--- src/rtl/lsu_mem_stage_pkg.sv ---
// Shared types for the load/store memory stage: memory op encoding, FSM states,
// pipeline bus layout and store lane helpers.
package core;

  localparam int   MEM_OP_BITS = 4;
  localparam logic STORE_PRFX  = 1'b1;

  typedef enum logic [MEM_OP_BITS-1:0] {
    LB      = 4'b0000,
    LH      = 4'b0001,
    LW      = 4'b0010,
    LBU     = 4'b0100,
    LHU     = 4'b0101,
    MEM_NOP = 4'b0111,
    SB      = 4'b1000,
    SH      = 4'b1001,
    SW      = 4'b1010
  } mem_op_t;

  typedef enum logic [1:0] {
    IDLE     = 2'd0,
    REQ      = 2'd1,
    WAIT_RSP = 2'd2
  } lsu_state_t;

  typedef struct packed {
    mem_op_t     mem_op;
    logic [31:0] mem_addr;
    logic [31:0] mem_w_data;
    logic [4:0]  rd;
    logic [31:0] rd_res;
    logic        rf_wr_en;
    logic        mem_w_en;
  } pipeline_bus_t;

  function automatic logic [3:0] lane_be(input mem_op_t op, input logic [1:0] a);
    case (op)
      LB, LBU, SB: lane_be = 4'b0001 << a;
      LH, LHU, SH: lane_be = 4'b0011 << {a[1], 1'b0};
      default:     lane_be = 4'b1111;
    endcase
  endfunction

  function automatic logic [31:0] store_wdata(input mem_op_t op, input logic [31:0] d);
    case (op)
      SB:      store_wdata = {4{d[7:0]}};
      SH:      store_wdata = {2{d[15:0]}};
      SW:      store_wdata = d;
      default: store_wdata = 32'h0000_0000;
    endcase
  endfunction

  function automatic logic misaligned(input mem_op_t op, input logic [1:0] a);
    case (op)
      LH, LHU, SH: misaligned = a[0];
      LW, SW:      misaligned = (a != 2'b00);
      default:     misaligned = 1'b0;
    endcase
  endfunction

endpackage

--- src/rtl/lsu_mem_stage_load_align.sv ---
// Combinational load data alignment: selects the addressed byte/halfword of the
// returned word and sign- or zero-extends it according to the load type.
module lsu_load_align
  import core::*;
(
  input  logic [31:0] i_rdata,
  input  logic [1:0]  i_addr_lo,
  input  mem_op_t     i_mem_op,
  output logic [31:0] o_result
);

  logic [1:0]  w_shamt;
  logic [31:0] w_word;

  // Lane select then extension
  always_comb begin
    w_shamt = 2'b00;
    case (i_mem_op)
      LB, LBU: w_shamt = i_addr_lo;
      LH, LHU: w_shamt = {i_addr_lo[1], 1'b0};
      default: w_shamt = 2'b00;
    endcase
    w_word = i_rdata >> {w_shamt, 3'b000};
    case (i_mem_op)
      LB:      o_result = {{24{w_word[7]}}, w_word[7:0]};
      LBU:     o_result = {24'h00_0000, w_word[7:0]};
      LH:      o_result = {{16{w_word[15]}}, w_word[15:0]};
      LHU:     o_result = {16'h0000, w_word[15:0]};
      default: o_result = w_word;
    endcase
  end

endmodule

--- src/rtl/lsu_mem_stage.sv ---
// Memory stage / load-store unit with a req/gnt/rvalid data port and response timeout.
// Optional misaligned-access trap enabled by defining LSU_MISALIGN_TRAP_EN.
module lsu_mem_stage
  import core::*;
#(
  parameter int unsigned RSP_TIMEOUT = 256,
  parameter bit          STORE_ACK   = 1'b0
) (
  input  logic          clk,
  input  logic          rst_n,
  input  pipeline_bus_t mem_bus_i,
  input  logic          mem_valid_i,
  output logic          mem_ready_o,
  output logic          stall_o,
  output pipeline_bus_t mem_bus_o,
  output logic          mem_valid_o,
  output logic          dmem_req_o,
  output logic          dmem_we_o,
  output logic [31:0]   dmem_addr_o,
  output logic [3:0]    dmem_be_o,
  output logic [31:0]   dmem_wdata_o,
  input  logic          dmem_gnt_i,
  input  logic          dmem_rvalid_i,
  input  logic [31:0]   dmem_rdata_i,
  output logic          bus_err_o,
  output logic          misalign_o
);

  localparam logic [31:0] TMO_LIM = 32'(RSP_TIMEOUT);

  lsu_state_t    r_state;
  lsu_state_t    w_state_nxt;
  pipeline_bus_t r_bus;
  pipeline_bus_t r_bus_o;
  pipeline_bus_t w_emit_bus;
  logic [31:0]   r_tmo_cnt;
  logic [31:0]   w_cnt_nxt;
  logic [31:0]   w_cnt_inc;
  logic          r_we;
  logic [3:0]    r_be;
  logic [31:0]   r_wdata;
  logic [31:0]   r_addr;
  logic          r_valid_o;
  logic          r_bus_err;
  logic          r_misalign;
  logic          w_emit;
  logic          w_err;
  logic          w_mis;
  logic          w_latch;
  logic          w_misalign_in;
  logic          w_lat_store;
  logic          w_in_store;
  logic [31:0]   w_load_data;

  lsu_load_align u_load_align (
    .i_rdata   (dmem_rdata_i),
    .i_addr_lo (r_bus.mem_addr[1:0]),
    .i_mem_op  (r_bus.mem_op),
    .o_result  (w_load_data)
  );

  assign w_in_store  = (mem_bus_i.mem_op[MEM_OP_BITS-1] == STORE_PRFX);
  assign w_lat_store = (r_bus.mem_op[MEM_OP_BITS-1] == STORE_PRFX);
  assign w_cnt_inc   = r_tmo_cnt + 32'd1;

`ifdef LSU_MISALIGN_TRAP_EN
  assign w_misalign_in = misaligned(mem_bus_i.mem_op, mem_bus_i.mem_addr[1:0]);
`else
  assign w_misalign_in = 1'b0;
`endif

  assign mem_ready_o  = (r_state == IDLE);
  assign stall_o      = (r_state != IDLE) | (mem_valid_i & (mem_bus_i.mem_op != MEM_NOP));
  assign dmem_req_o   = (r_state == REQ);
  assign dmem_we_o    = r_we;
  assign dmem_addr_o  = r_addr;
  assign dmem_be_o    = r_be;
  assign dmem_wdata_o = r_wdata;
  assign mem_bus_o    = r_bus_o;
  assign mem_valid_o  = r_valid_o;
  assign bus_err_o    = r_bus_err;
  assign misalign_o   = r_misalign;

  // Next-state and emit decisions
  always_comb begin
    w_state_nxt = r_state;
    w_emit      = 1'b0;
    w_err       = 1'b0;
    w_mis       = 1'b0;
    w_latch     = 1'b0;
    w_emit_bus  = r_bus;
    w_cnt_nxt   = r_tmo_cnt;
    case (r_state)
      IDLE: begin
        if (mem_valid_i && (mem_bus_i.mem_op == MEM_NOP)) begin
          w_emit     = 1'b1;
          w_emit_bus = mem_bus_i;
        end else if (mem_valid_i && w_misalign_in) begin
          w_emit              = 1'b1;
          w_mis               = 1'b1;
          w_emit_bus          = mem_bus_i;
          w_emit_bus.rf_wr_en = 1'b0;
          w_emit_bus.mem_w_en = 1'b0;
        end else if (mem_valid_i) begin
          w_latch     = 1'b1;
          w_state_nxt = REQ;
        end else begin
          w_state_nxt = IDLE;
        end
      end
      REQ: begin
        if (dmem_gnt_i && w_lat_store && !STORE_ACK) begin
          w_emit              = 1'b1;
          w_emit_bus.rf_wr_en = 1'b0;
          w_emit_bus.mem_w_en = 1'b1;
          w_state_nxt         = IDLE;
        end else if (dmem_gnt_i) begin
          w_cnt_nxt   = 32'd0;
          w_state_nxt = WAIT_RSP;
        end else begin
          w_state_nxt = REQ;
        end
      end
      WAIT_RSP: begin
        if (dmem_rvalid_i) begin
          w_emit      = 1'b1;
          w_state_nxt = IDLE;
          if (w_lat_store) begin
            w_emit_bus.rf_wr_en = 1'b0;
            w_emit_bus.mem_w_en = 1'b1;
          end else begin
            w_emit_bus.rd_res   = w_load_data;
            w_emit_bus.mem_w_en = 1'b0;
          end
        end else if ((TMO_LIM != 32'd0) && (w_cnt_inc == TMO_LIM)) begin
          // Response never came: retire without writing anything back
          w_emit              = 1'b1;
          w_err               = 1'b1;
          w_emit_bus.rd_res   = 32'h0000_0000;
          w_emit_bus.rf_wr_en = 1'b0;
          w_emit_bus.mem_w_en = 1'b0;
          w_state_nxt         = IDLE;
        end else begin
          w_cnt_nxt = w_cnt_inc;
        end
      end
      default: w_state_nxt = IDLE;
    endcase
  end

  // State, request latch and registered writeback outputs
  always_ff @(posedge clk or negedge rst_n) begin
    if (!rst_n) begin
      r_state    <= IDLE;
      r_bus      <= '0;
      r_bus_o    <= '0;
      r_tmo_cnt  <= 32'd0;
      r_we       <= 1'b0;
      r_be       <= 4'h0;
      r_wdata    <= 32'h0000_0000;
      r_addr     <= 32'h0000_0000;
      r_valid_o  <= 1'b0;
      r_bus_err  <= 1'b0;
      r_misalign <= 1'b0;
    end else begin
      r_state    <= w_state_nxt;
      r_tmo_cnt  <= w_cnt_nxt;
      r_valid_o  <= w_emit;
      r_bus_err  <= w_err;
      r_misalign <= w_mis;
      if (w_emit) begin
        r_bus_o <= w_emit_bus;
      end
      if (w_latch) begin
        r_bus   <= mem_bus_i;
        r_addr  <= {mem_bus_i.mem_addr[31:2], 2'b00};
        r_we    <= w_in_store;
        r_be    <= lane_be(mem_bus_i.mem_op, mem_bus_i.mem_addr[1:0]);
        r_wdata <= store_wdata(mem_bus_i.mem_op, mem_bus_i.mem_w_data);
      end
    end
  end

endmodule

--- config.mk ---
export PLATFORM = sky130hd
export DESIGN_NAME = lsu_mem_stage
export DESIGN_NICKNAME = d
export VERILOG_FILES = /design/src/rtl/lsu_mem_stage_pkg.sv /design/src/rtl/lsu_mem_stage_load_align.sv /design/src/rtl/lsu_mem_stage.sv
export SDC_FILE = /design/constraint.sdc
export NUM_CORES = 1
export LEC_CHECK = 0
export CAP_MARGIN = 0
export CORE_MARGIN = 2
export CORE_UTILIZATION = 40
export DETAILED_ROUTE_END_ITERATION = 10
export PLACE_DENSITY = 0.66
export SLEW_MARGIN = 20
export SYNTH_ARGS = -nofsm -noshare
export SYNTH_HDL_FRONTEND = slang
export SYNTH_SLANG_ARGS = --single-unit
--- constraint.sdc ---
create_clock -name clk -period 6.7 [get_ports clk]
set_input_delay 1.005 -clock clk [delete_from_list [all_inputs] [get_ports clk]]
set_output_delay 1.005 -clock clk [all_outputs]
set_load 0.1 [all_outputs]
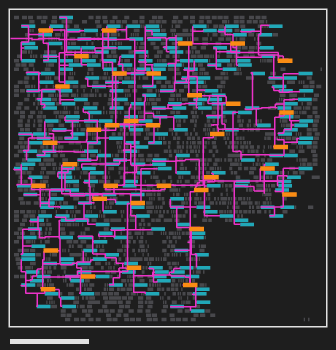
Fig. 1. Clock network drawn from the DEF.
Bar = 50 µm.
[cyan] flip-flops | count: 286
[magenta] clock wires | length: 4110 µm
[orange] cells driving clock nets | count: 35
flops lie	widely spread
routed clock nets	36
Clock group: 1920 µW
clock skew: 0.0331 ns
Clk Latency, worst-skew pair: 0.53 ns
Clock power frac: 17.2%

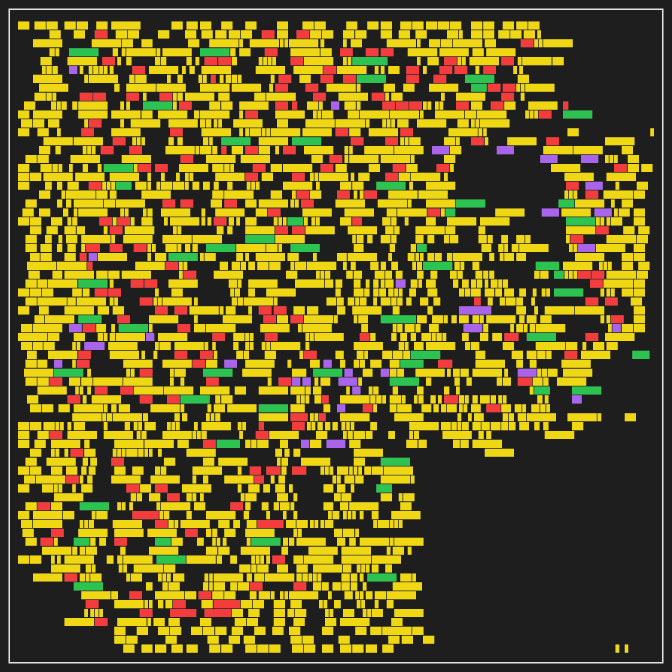
Fig. 2. Sizing map.
color	size	cells	most used
red	drive 2	190	mux2_2
purple	drive 3 to 4	32	buf_4
green	drive 6 and up	53	clkbuf_16
yellow	drive 1 or less	1552	nand2_1

cell families after synthesis:
group,after synthesis
multiplexers,208
AND-OR/OR-AND,272
XOR/XNOR,8
adder cells (fa/ha/maj),5
AND/OR/NAND/NOR,619
other,1
flip-flops,286
buffers and inverters,184
worst max-delay path, stage by stage:
cell	delay [ns]
clkdlybuf4s50_1	0.89
nand4b_1	0.55
nand2_1	0.09
nand2_1	0.08
clkdlybuf4s50_1	1.14
cells in the mapped netlist (12+ instances only):
| library cell | count |
|---|---|
| a21oi_1 | 55 |
| a222oi_1 | 20 |
| a22o_1 | 16 |
| a31oi_1 | 19 |
| and3_1 | 15 |
| buf_2 | 14 |
| buf_4 | 41 |
| clkbuf_1 | 88 |
| dfrtp_1 | 286 |
| inv_1 | 26 |
| mux2_2 | 161 |
| mux2i_1 | 34 |
| nand2_1 | 387 |
| nand2b_1 | 18 |
| nand3_1 | 49 |
| nor2_1 | 53 |
| nor3_1 | 20 |
| o21a_1 | 12 |
| o21ai_0 | 69 |
final cells by class:
cell class	count	area [µm²]
fillers	3369	17900
multi-input cells	1115	7250
flip-flops and latches	286	7160
repair buffers	337	3380
clock buffers	47	1000
well taps	511	639
clock inverters	15	160
inverters	27	101
diodes	4	10.0
where the power goes:
part / internal (µW) / total, µW / leakage (µW) / switching, µW
Sequential: 2390 / 2860 / 0.00364 / 472
Combinational: 1680 / 6360 / 0.00439 / 4680
Clock: 1140 / 1920 / 0.000573 / 778
Total: 5210 / 11100 / 0.00859 / 5930
registers in the layout (all words and copies together) (netlist names):
| signal | cells |
|---|---|
| bus_err_o | 1 |
| mem_bus_o | 107 |
| mem_valid_o | 1 |
| dmem_be_o | 4 |
| r_tmo_cnt | 32 |
| r_bus | 107 |
| r_state | 2 |
| dmem_wdata_o | 32 |
metrics by stage:
step           util, %  hold WS [ns]  instances  cell area [µm²]
6_report          52.4         0.473       2342            19700
5_1_grt           52.4         0.494       2340            19700
4_1_cts           52.4         0.477       2338            19700
3_5_place_dp      49.3         0.459       2276            18500
3_3_place_gp      49.3         0.453       2276            18500
2_1_floorplan        -         0.442       1585            15300
per-layer routing:
metal	part of all wire [%]	vias to the layer above	global-route usage, %
li1	-	5963	-
met1	42	6558	31.6
met2	48	462	38.6
met3	6.6	94	4.51
met4	3.2	2	9.07
met5	0.023	-	0
layout by cell type (no fill, tap or decap), drive strengths merged, types with 6 or more instances in the layout:
master         instances
nand2                387
o21a                  12
mux2i                 34
dfrtp                286
clkdlybuf4s50        321
nand4                 14
nand3                 49
buf                   16
nand2b                18
a22o                  16
clkbuf                47
nor2                  53
a211oi                12
o21ai                 70
clkinv                 8
and3                  15
a41oi                  9
nor4                  10
nor2b                  9
nor3b                  6
xnor2                  7
a31oi                 19
inv                   30
a222oi                20
a21oi                 56
and2                   7
mux2                 169
or3                   10
nor3                  22
==> impl_metrics.tcl <==
# implementation run metrics
set metrics [dict create \
    ant_nets 0 \
    finalHoldViolations 0 \
    path_clk_slew_ns 0.06 \
    wl_mm 48.1 \
    synthArstFlopShare_pct 100 \
    drive_gt1_share_pct 15.1 \
    whs_path_depth 2 \
    yosysTopAreaCellShare_pct 47.0 \
    critPathArrivalTime_ns 3.77 \
    synth-seq-cells 286 \
    yosysCellCount 1583 \
    drtIter0Drc 935 \
    startpoint "mem_bus_i[103]" \
    vias 13100 \
    synth_cell_types 75 \
    synth-compound-area-share_pct 12.3 \
    avgViaCountPerCell 5.58 \
    status "complete, no violations" \
    cts_max_path_buffers 3 \
    simple_gate_area_share_pct 18.3 \
    endpoint "stall_o" \
    die_h_um 199 \
    numClockSinks 286 \
    leakagePower_uw 0.00859 \
    avgSynthCellArea_um2 9.63 \
    rows 71 \
    drt_first_pass_iters 6 \
    hp-class "flip-flop to flip-flop" \
    slew_violations 0 \
    r2r_setup_slack_ns 2.19 \
    fin_ws_ns 1.93 \
    grt_pass1_vias 13000 \
    slew_headroom_pct 25.3 \
    ir_worst_vdd_mv 0.522 \
    fp_util_pct 40.6 \
    syn-cell-area_mm2 0.0152 \
    grt_max_degree 126 \
    synth.yosys.seq_area_share_pct 47.0 \
    synth-edff-count 0 \
    crit_path_start_kind "primary input" \
    rr_endpoint "mem_bus_o[1]$_DFFE_PN0P_" \
    fin_nets 1951 \
    die_area_mm2 0.0397 \
    whs_endpoint "r_bus[62]$_DFFE_PN0P_" \
    synthCells 1583 \
    antenna_found_initial 5 \
    flop_cell "dfrtp_1" \
    io-pin-count 326 \
    area_growth_pct 29.2 \
    ys_chip_area_mm2 0.0152 \
    worst_pin_slew_ns 1.12 \
    drc 0 \
    tool_warnings 38 \
    rsz0062_at_grt "no" \
    gr-usage-all-layers_pct 23.8 \
    synthMuxAreaShare_pct 15.7 \
    grt-ovfl-total 0 \
    synth.area.top_cells "dfrtp_1 (47%), mux2_2 (12%), nand2_1 (9.5%)" \
    final.setup.tns_ns 0 \
    finalPower_uw 11100 \
]
Power is estimated from default activity; no workload was simulated.
